`src/rtl/spi_block_xfer_pkg.sv`:
```
// Shared definitions for the SPI block sequencer and the AES datapath it serves.
package spi_block_xfer_pkg;

    localparam int BYTE_W        = 8;
    localparam int AES_BLK_W     = 128;
    localparam int AES_NUM_BYTES = AES_BLK_W / BYTE_W;

    // Sequencer states: accept a block, request a byte, wait for it, idle gap, hold result.
    typedef enum logic [2:0] {
        ST_IDLE,
        ST_START,
        ST_WAIT,
        ST_GAP,
        ST_DONE
    } state_e;

endpackage

```
`src/rtl/spi_block_xfer_if.sv`:
```
// Bundles the block-in, result-out and byte-engine handshakes of the sequencer.
// slave  : the sequencer itself.
// master : everything around it (cipher datapath, AES core, SPI byte engine).
interface spi_block_xfer_if
    import spi_block_xfer_pkg::*;
#(
    parameter int NUM_BYTES = AES_NUM_BYTES
) ();

    localparam int BLK_W = BYTE_W * NUM_BYTES;

    logic              blk_valid;
    logic              blk_ready;
    logic [BLK_W-1:0]  blk_data;
    logic              res_valid;
    logic              res_ready;
    logic [BLK_W-1:0]  res_data;
    logic              err;
    logic              byte_start;
    logic [BYTE_W-1:0] byte_tx;
    logic [BYTE_W-1:0] byte_rx;
    logic              byte_done;

    modport slave (
        input  blk_valid, blk_data, res_ready, byte_rx, byte_done,
        output blk_ready, res_valid, res_data, err, byte_start, byte_tx
    );

    modport master (
        output blk_valid, blk_data, res_ready, byte_rx, byte_done,
        input  blk_ready, res_valid, res_data, err, byte_start, byte_tx
    );

endinterface

```
`src/rtl/spi_xfer_timer.sv`:
```
// Loadable saturating down-counter shared by the inter-byte gap and the
// per-byte timeout watchdog. Loading GAP_CYCLES-1 (or TIMEOUT_CYCLES-1) and
// counting one step per cycle makes 'expired' rise in the last cycle of the
// interval being measured.
module spi_xfer_timer #(
    parameter int GAP_CYCLES     = 2,
    parameter int TIMEOUT_CYCLES = 1024
) (
    input  logic clk,
    input  logic rst,
    input  logic load_gap,
    input  logic load_tmo,
    input  logic count_en,
    output logic expired
);

    localparam int MAX_LOAD = (GAP_CYCLES > TIMEOUT_CYCLES) ? GAP_CYCLES : TIMEOUT_CYCLES;
    localparam int CNT_W    = (MAX_LOAD < 1) ? 1 : $clog2(MAX_LOAD + 1);

    localparam logic [CNT_W-1:0] GAP_LOAD = CNT_W'((GAP_CYCLES > 0) ? GAP_CYCLES - 1 : 0);
    localparam logic [CNT_W-1:0] TMO_LOAD = CNT_W'((TIMEOUT_CYCLES > 0) ? TIMEOUT_CYCLES - 1 : 0);

    logic [CNT_W-1:0] count_q;
    logic [CNT_W-1:0] count_d;

    // Next count: a load wins over counting; counting stops at zero.
    always_comb begin
        // NOTE: every always_comb output gets a default first so no path can infer a latch.
        count_d = count_q;
        if (load_tmo) begin
            count_d = TMO_LOAD;
        end else if (load_gap) begin
            count_d = GAP_LOAD;
        end else if (count_en && (count_q != '0)) begin
            count_d = count_q - CNT_W'(1);
        end
    end

    // Counter register with synchronous reset.
    always_ff @(posedge clk) begin
        // NOTE: state is written with <= so every flop samples pre-edge values regardless of block order.
        if (rst) begin
            count_q <= '0;
        end else begin
            count_q <= count_d;
        end
    end

    assign expired = (count_q == '0);

endmodule

```
`src/rtl/spi_block_xfer.sv`:
```
// Block sequencer: takes one AES block, pushes it MSB byte first through the
// single-byte SPI engine handshake, reassembles the returned bytes into a
// result block, spaces bytes by GAP_CYCLES and aborts a stalled byte after
// TIMEOUT_CYCLES.
module spi_block_xfer
    import spi_block_xfer_pkg::*;
#(
    parameter int NUM_BYTES      = AES_NUM_BYTES,
    parameter int GAP_CYCLES     = 2,
    parameter int TIMEOUT_CYCLES = 1024
) (
    input  logic              clk,
    input  logic              rst,
    spi_block_xfer_if.slave   bus
);

    localparam int              BLK_W    = BYTE_W * NUM_BYTES;
    localparam int              IDX_W    = $clog2(NUM_BYTES) + 1;
    localparam logic [IDX_W-1:0] LAST_IDX = IDX_W'(NUM_BYTES - 1);

    state_e           state_q, state_d;
    logic [BLK_W-1:0] shreg_q, shreg_d;
    logic [BLK_W-1:0] res_q,   res_d;
    logic [IDX_W-1:0] idx_q,   idx_d;

    logic tmr_load_gap;
    logic tmr_load_tmo;
    logic tmr_count_en;
    logic tmr_expired;
    logic last_byte;

    assign last_byte = (idx_q == LAST_IDX);

    // Timer control: arm the watchdog while requesting a byte, arm the gap on a
    // non-final byte_done, and count down while waiting or gapping.
    always_comb begin
        tmr_load_tmo = (state_q == ST_START);
        tmr_load_gap = (state_q == ST_WAIT) && bus.byte_done && !last_byte && (GAP_CYCLES != 0);
        tmr_count_en = (state_q == ST_WAIT) || (state_q == ST_GAP);
    end

    spi_xfer_timer #(
        .GAP_CYCLES     (GAP_CYCLES),
        .TIMEOUT_CYCLES (TIMEOUT_CYCLES)
    ) u_timer (
        .clk      (clk),
        .rst      (rst),
        .load_gap (tmr_load_gap),
        .load_tmo (tmr_load_tmo),
        .count_en (tmr_count_en),
        .expired  (tmr_expired)
    );

    // Next-state and datapath updates; byte_done is only honoured in WAIT and
    // beats a simultaneous watchdog expiry.
    always_comb begin
        state_d = state_q;
        shreg_d = shreg_q;
        res_d   = res_q;
        idx_d   = idx_q;

        unique case (state_q)
            ST_IDLE: begin
                // blk_ready is high throughout IDLE, so blk_valid alone is the handshake.
                if (bus.blk_valid) begin
                    shreg_d = bus.blk_data;
                    res_d   = '0;
                    idx_d   = '0;
                    state_d = ST_START;
                end
            end

            ST_START: begin
                state_d = ST_WAIT;
            end

            ST_WAIT: begin
                if (bus.byte_done) begin
                    for (int s = 0; s < NUM_BYTES; s++) begin
                        if (idx_q == IDX_W'(s)) begin
                            res_d[BLK_W-1-s*BYTE_W -: BYTE_W] = bus.byte_rx;
                        end
                    end
                    shreg_d = shreg_q << BYTE_W;
                    idx_d   = idx_q + IDX_W'(1);
                    if (last_byte) begin
                        state_d = ST_DONE;
                    end else if (GAP_CYCLES == 0) begin
                        state_d = ST_START;
                    end else begin
                        state_d = ST_GAP;
                    end
                end else if (tmr_expired) begin
                    // Partial result is abandoned; res_valid never rises for this block.
                    state_d = ST_IDLE;
                end
            end

            ST_GAP: begin
                if (tmr_expired) begin
                    state_d = ST_START;
                end
            end

            ST_DONE: begin
                if (bus.res_ready) begin
                    state_d = ST_IDLE;
                end
            end

            default: begin
                state_d = ST_IDLE;
            end
        endcase
    end

    // State, shift register, result and index registers.
    always_ff @(posedge clk) begin
        if (rst) begin
            // NOTE: the data registers are reset too because res_data is visible and must read 0 out of reset.
            state_q <= ST_IDLE;
            shreg_q <= '0;
            res_q   <= '0;
            idx_q   <= '0;
        end else begin
            state_q <= state_d;
            shreg_q <= shreg_d;
            res_q   <= res_d;
            idx_q   <= idx_d;
        end
    end

    // Moore outputs decoded from the state; err is the single WAIT cycle in
    // which the watchdog expires without a completing byte_done.
    always_comb begin
        bus.blk_ready  = (state_q == ST_IDLE);
        bus.res_valid  = (state_q == ST_DONE);
        bus.res_data   = res_q;
        bus.byte_start = (state_q == ST_START);
        bus.byte_tx    = ((state_q == ST_START) || (state_q == ST_WAIT))
                         ? shreg_q[BLK_W-1 -: BYTE_W] : '0;
        bus.err        = (state_q == ST_WAIT) && tmr_expired && !bus.byte_done;
    end

endmodule

```
`src/flat_wrapper.sv`:
```
// flat-port wrapper written by rule: the top's interface ports become plain ports
module spi_block_xfer_flat import spi_block_xfer_pkg::*;
#(
    parameter int NUM_BYTES      = AES_NUM_BYTES,
    parameter int GAP_CYCLES     = 2,
    parameter int TIMEOUT_CYCLES = 1024
)
  (clk, rst, bus_blk_valid, bus_blk_data, bus_res_ready, bus_byte_rx, bus_byte_done, bus_blk_ready, bus_res_valid, bus_res_data, bus_err, bus_byte_start, bus_byte_tx);
  spi_block_xfer_if #(.NUM_BYTES(NUM_BYTES)) bus_i ();
  input  logic clk;
  input  logic rst;
  input wire logic [$bits(bus_i.blk_valid)-1:0] bus_blk_valid;
  input wire logic [$bits(bus_i.blk_data)-1:0] bus_blk_data;
  input wire logic [$bits(bus_i.res_ready)-1:0] bus_res_ready;
  input wire logic [$bits(bus_i.byte_rx)-1:0] bus_byte_rx;
  input wire logic [$bits(bus_i.byte_done)-1:0] bus_byte_done;
  output wire logic [$bits(bus_i.blk_ready)-1:0] bus_blk_ready;
  output wire logic [$bits(bus_i.res_valid)-1:0] bus_res_valid;
  output wire logic [$bits(bus_i.res_data)-1:0] bus_res_data;
  output wire logic [$bits(bus_i.err)-1:0] bus_err;
  output wire logic [$bits(bus_i.byte_start)-1:0] bus_byte_start;
  output wire logic [$bits(bus_i.byte_tx)-1:0] bus_byte_tx;
  assign bus_i.blk_valid = bus_blk_valid;
  assign bus_i.blk_data = bus_blk_data;
  assign bus_i.res_ready = bus_res_ready;
  assign bus_i.byte_rx = bus_byte_rx;
  assign bus_i.byte_done = bus_byte_done;
  assign bus_blk_ready = bus_i.blk_ready;
  assign bus_res_valid = bus_i.res_valid;
  assign bus_res_data = bus_i.res_data;
  assign bus_err = bus_i.err;
  assign bus_byte_start = bus_i.byte_start;
  assign bus_byte_tx = bus_i.byte_tx;
  spi_block_xfer #(.NUM_BYTES(NUM_BYTES), .GAP_CYCLES(GAP_CYCLES), .TIMEOUT_CYCLES(TIMEOUT_CYCLES)) u_core (.clk(clk), .rst(rst), .bus(bus_i));
endmodule
```
`config.mk`:
```
export PLATFORM = sky130hd
export DESIGN_NAME = spi_block_xfer_flat
export DESIGN_NICKNAME = d
export VERILOG_FILES = /design/src/rtl/spi_block_xfer_pkg.sv /design/src/rtl/spi_block_xfer_if.sv /design/src/rtl/spi_xfer_timer.sv /design/src/rtl/spi_block_xfer.sv /design/src/flat_wrapper.sv
export SDC_FILE = /design/constraint.sdc
export NUM_CORES = 1
export LEC_CHECK = 0
export CORE_ASPECT_RATIO = 1.4
export CORE_MARGIN = 5
export CORE_UTILIZATION = 50
export DETAILED_ROUTE_END_ITERATION = 6
export PLACE_DENSITY = 0.8
export SETUP_SLACK_MARGIN = 0.4
export SYNTH_ARGS = -nofsm -noshare
export SYNTH_HDL_FRONTEND = slang
export SYNTH_HIERARCHICAL = 1
export SYNTH_SLANG_ARGS = --single-unit
export TNS_END_PERCENT = 30
```
`constraint.sdc`:
```
create_clock -name clk -period 2.7 [get_ports clk]
set_input_delay 0.27 -clock clk [delete_from_list [all_inputs] [get_ports clk]]
set_output_delay 0.27 -clock clk [all_outputs]
set_load 0.005 [all_outputs]
```
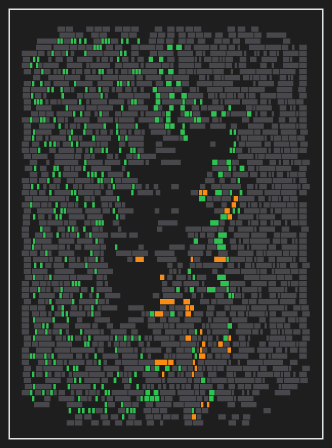
Figure 1: logic cells by family.
legend:
  orange:
    family: NOR gates
    cells: 33
  green:
    family: NAND gates
    cells: 329

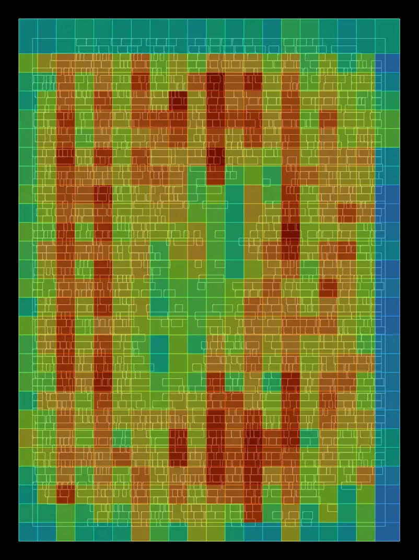
Figure 2: track usage over the die.
Global Route met3 Usage: 0.0403
Global Route met1 Usage: 0.308

==> reports/writeup.txt <==
The violation tally recorded at the end of detailed-routing iteration 0 is 1001. The final layout reports a setup TNS of 0 ps. The number of buffers inserted for hold repair after clock tree synthesis came out at 0. The fraction of the yosys area taken by sequential cells is 0.464, and the number of synthesis warnings is 6.

Kind of launch point of the worst setup path: a flop. Per the finish-stage timing summary, setup violations number 0. The run finished with clean final reports. Area added between synthesis and finish: 34.6%. The number of nets handed over by synthesis was 1519. The tree built by TritonCTS fans out to 275 sinks. Counting along the longest clock path gives a buffer depth of 3. The fraction of final layout cells sized beyond drive strength 1 was 0.0893. The most common cell in the synthesized netlist is sky130_fd_sc_hd__dfxtp_1. The number of enable flip-flop cells was 0; the total inserted antenna cells was 0. Once synthesis finished, the tally of register bits stood at 275. Aggregate global routing overflow: 0. The fraction of post-synthesis cell area in the top cell type by area is 0.464.

Clock tree synthesis inserted a total of 26 buffers. In the CTS report, the clock slew at the register clock pins of the worst setup and hold paths is listed as 70 ps. The run gives 0 as the count of final max-slew check failures.

Count of H-tree levels built during CTS: 1. Setup repair after global routing could not meet its margin everywhere. The core utilization of the finished layout is 0.685. The class of the most critical setup path was flop to output pin. The combined area of the multi-input logic cells is 5410 µm². With the initial antenna violation count at 0, the maximum ir drop on the vdd rail is 553 µV. Across the routed clock network, the largest skew measured is 11.7 ps.

The iteration count recorded for the first detailed-route pass is 5. TritonCTS built the clock tree. Endpoints failing hold in the final report were tallied at 0. The synthesized netlist contains 60 unique library cells. The main area contributors are sky130_fd_sc_hd__dfxtp_1, sky130_fd_sc_hd__a311oi_1, sky130_fd_sc_hd__nand2_1, sky130_fd_sc_hd__o32ai_1, sky130_fd_sc_hd__a21oi_1. The synthesized netlist cell count is 1371, and the final worst-path cycle share is 0.950.

At the end of the flow, the number of nets in the layout was 1751. The number of cells reported by Yosys stat comes to 1371. The script computed a power per unit cell area of 709 nW/µm². The stat command in Yosys gives a chip area of 11900 µm².

The number of global-route vias before repair came out at 10.9k. The row count was 66. Looking at the max-slew report, the worst-margin pin has a slew of 1060 ps.

The floorplan core density came out at 0.509. The CTS root buffer was sky130_fd_sc_hd__clkbuf_16. The worst path needs 2570 ps of the cycle, external delays included.

The via density per instance is 5.94.
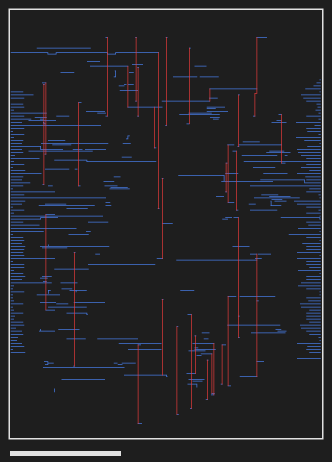
Figure 3: metal layers overlaid.
Bar = 50 µm. Only two layers are drawn.
legend:
  red:
    layer: met4
    wire_length: 1050 µm
  blue:
    layer: met3
    wire_length: 2620 µm
overall routing resource usage: 0.252
routed via count: 11.5k
DRT Wirelength: 36400 µm
WL per Instance: 18.8 µm

final cells by class:
cell class,count,share of cell area
sequential,275,0.346
clock buffer,35,0.0474
multi-input combinational,846,0.339
tap,306,0.0240
inverter,121,0.0285
clock inverter,13,0.00831
timing repair buffer,333,0.207
cell usage in the layout (no fill, tap or decap), types with 7 or more instances in the layout:
cell	n
sky130_fd_sc_hd__nor2_1	10
sky130_fd_sc_hd__nand4_1	18
sky130_fd_sc_hd__a21oi_1	136
sky130_fd_sc_hd__and2_1	9
sky130_fd_sc_hd__a211oi_2	8
sky130_fd_sc_hd__buf_12	8
sky130_fd_sc_hd__o32ai_1	112
sky130_fd_sc_hd__o21ai_0	25
sky130_fd_sc_hd__nand2_1	267
sky130_fd_sc_hd__buf_4	44
sky130_fd_sc_hd__a311oi_1	123
sky130_fd_sc_hd__clkbuf_16	27
sky130_fd_sc_hd__nand4bb_1	7
sky130_fd_sc_hd__nand2b_1	22
sky130_fd_sc_hd__nand3b_1	9
sky130_fd_sc_hd__inv_1	119
sky130_fd_sc_hd__clkdlybuf4s50_1	278
sky130_fd_sc_hd__dfxtp_1	268
sky130_fd_sc_hd__mux2i_1	9
routing by layer:
layer  wire (µm)  vias to the layer above  GRT usage
met1       14300                     5399      0.308
met4        1050                        0     0.0798
met3        2620                       73     0.0403
li1            -                     5454          -
met2       18400                      534      0.451
met5           0                        -          0
critical path: stages (launching register included):
cell and delay [ps]:
sky130_fd_sc_hd__dfxtp_2 340, sky130_fd_sc_hd__or4_4 540, sky130_fd_sc_hd__or4_4 510, sky130_fd_sc_hd__inv_2 90, sky130_fd_sc_hd__inv_2 50, sky130_fd_sc_hd__nor3_4 110
sky130_fd_sc_hd__buf_2 130
sequential cells by signal, summed over array words and instances, names as in the netlist:
signal and cells:
u_core/bus.res_data 128, u_core/shreg_q 128, u_core/u_timer/count_q 11, u_core/idx_q 5
u_core/state_q 3
what timing repair did:
action | CTS | global route
pin swaps | 4 | 1
setup buffers | 9 | 3
resized | 17 | 7
setup endpoints to repair | 11 | 43
stage by stage:
step	worst slack [ps]	std cells	hold slack, ps	power, µW
after floorplan	586	1371	339	6460
after global placement	111	1869	459	7330
after detailed placement	71.3	1869	465	7410
after CTS	129	1926	265	11300
after global routing	74.3	1929	289	11800
final	135	1929	280	11300
power by group:
group          switching, µW  internal, µW
Sequential               265          4470
Combinational           1640          1190
Clock                   1590          2170
Total                   3490          7820
cells by family after synthesis:
| logic type | share of synthesized area |
|---|---|
| and+or+nand+nor | 0.157 |
| AOI/OAI and AO/OA | 0.273 |
| xor gates and xnor gates | 0.00296 |
| adders and majority gates | 0.00739 |
| DFF | 0.464 |
| muxes | 0.0104 |
| buffers and inverters | 0.0847 |
path summary, 6_finish.rpt:
path / from / endpoint / depth (start not counted)
max: u_core/u_timer/count_q[6] / bus_err / 6
min: rst / u_core/idx_q[1] / 2
max reg2reg: u_core/idx_q[0] / u_core/bus.res_data[115] / 4
min reg2reg: u_core/bus.res_data[1] / u_core/bus.res_data[1] / 2
Power and IR drop assume default switching activity.
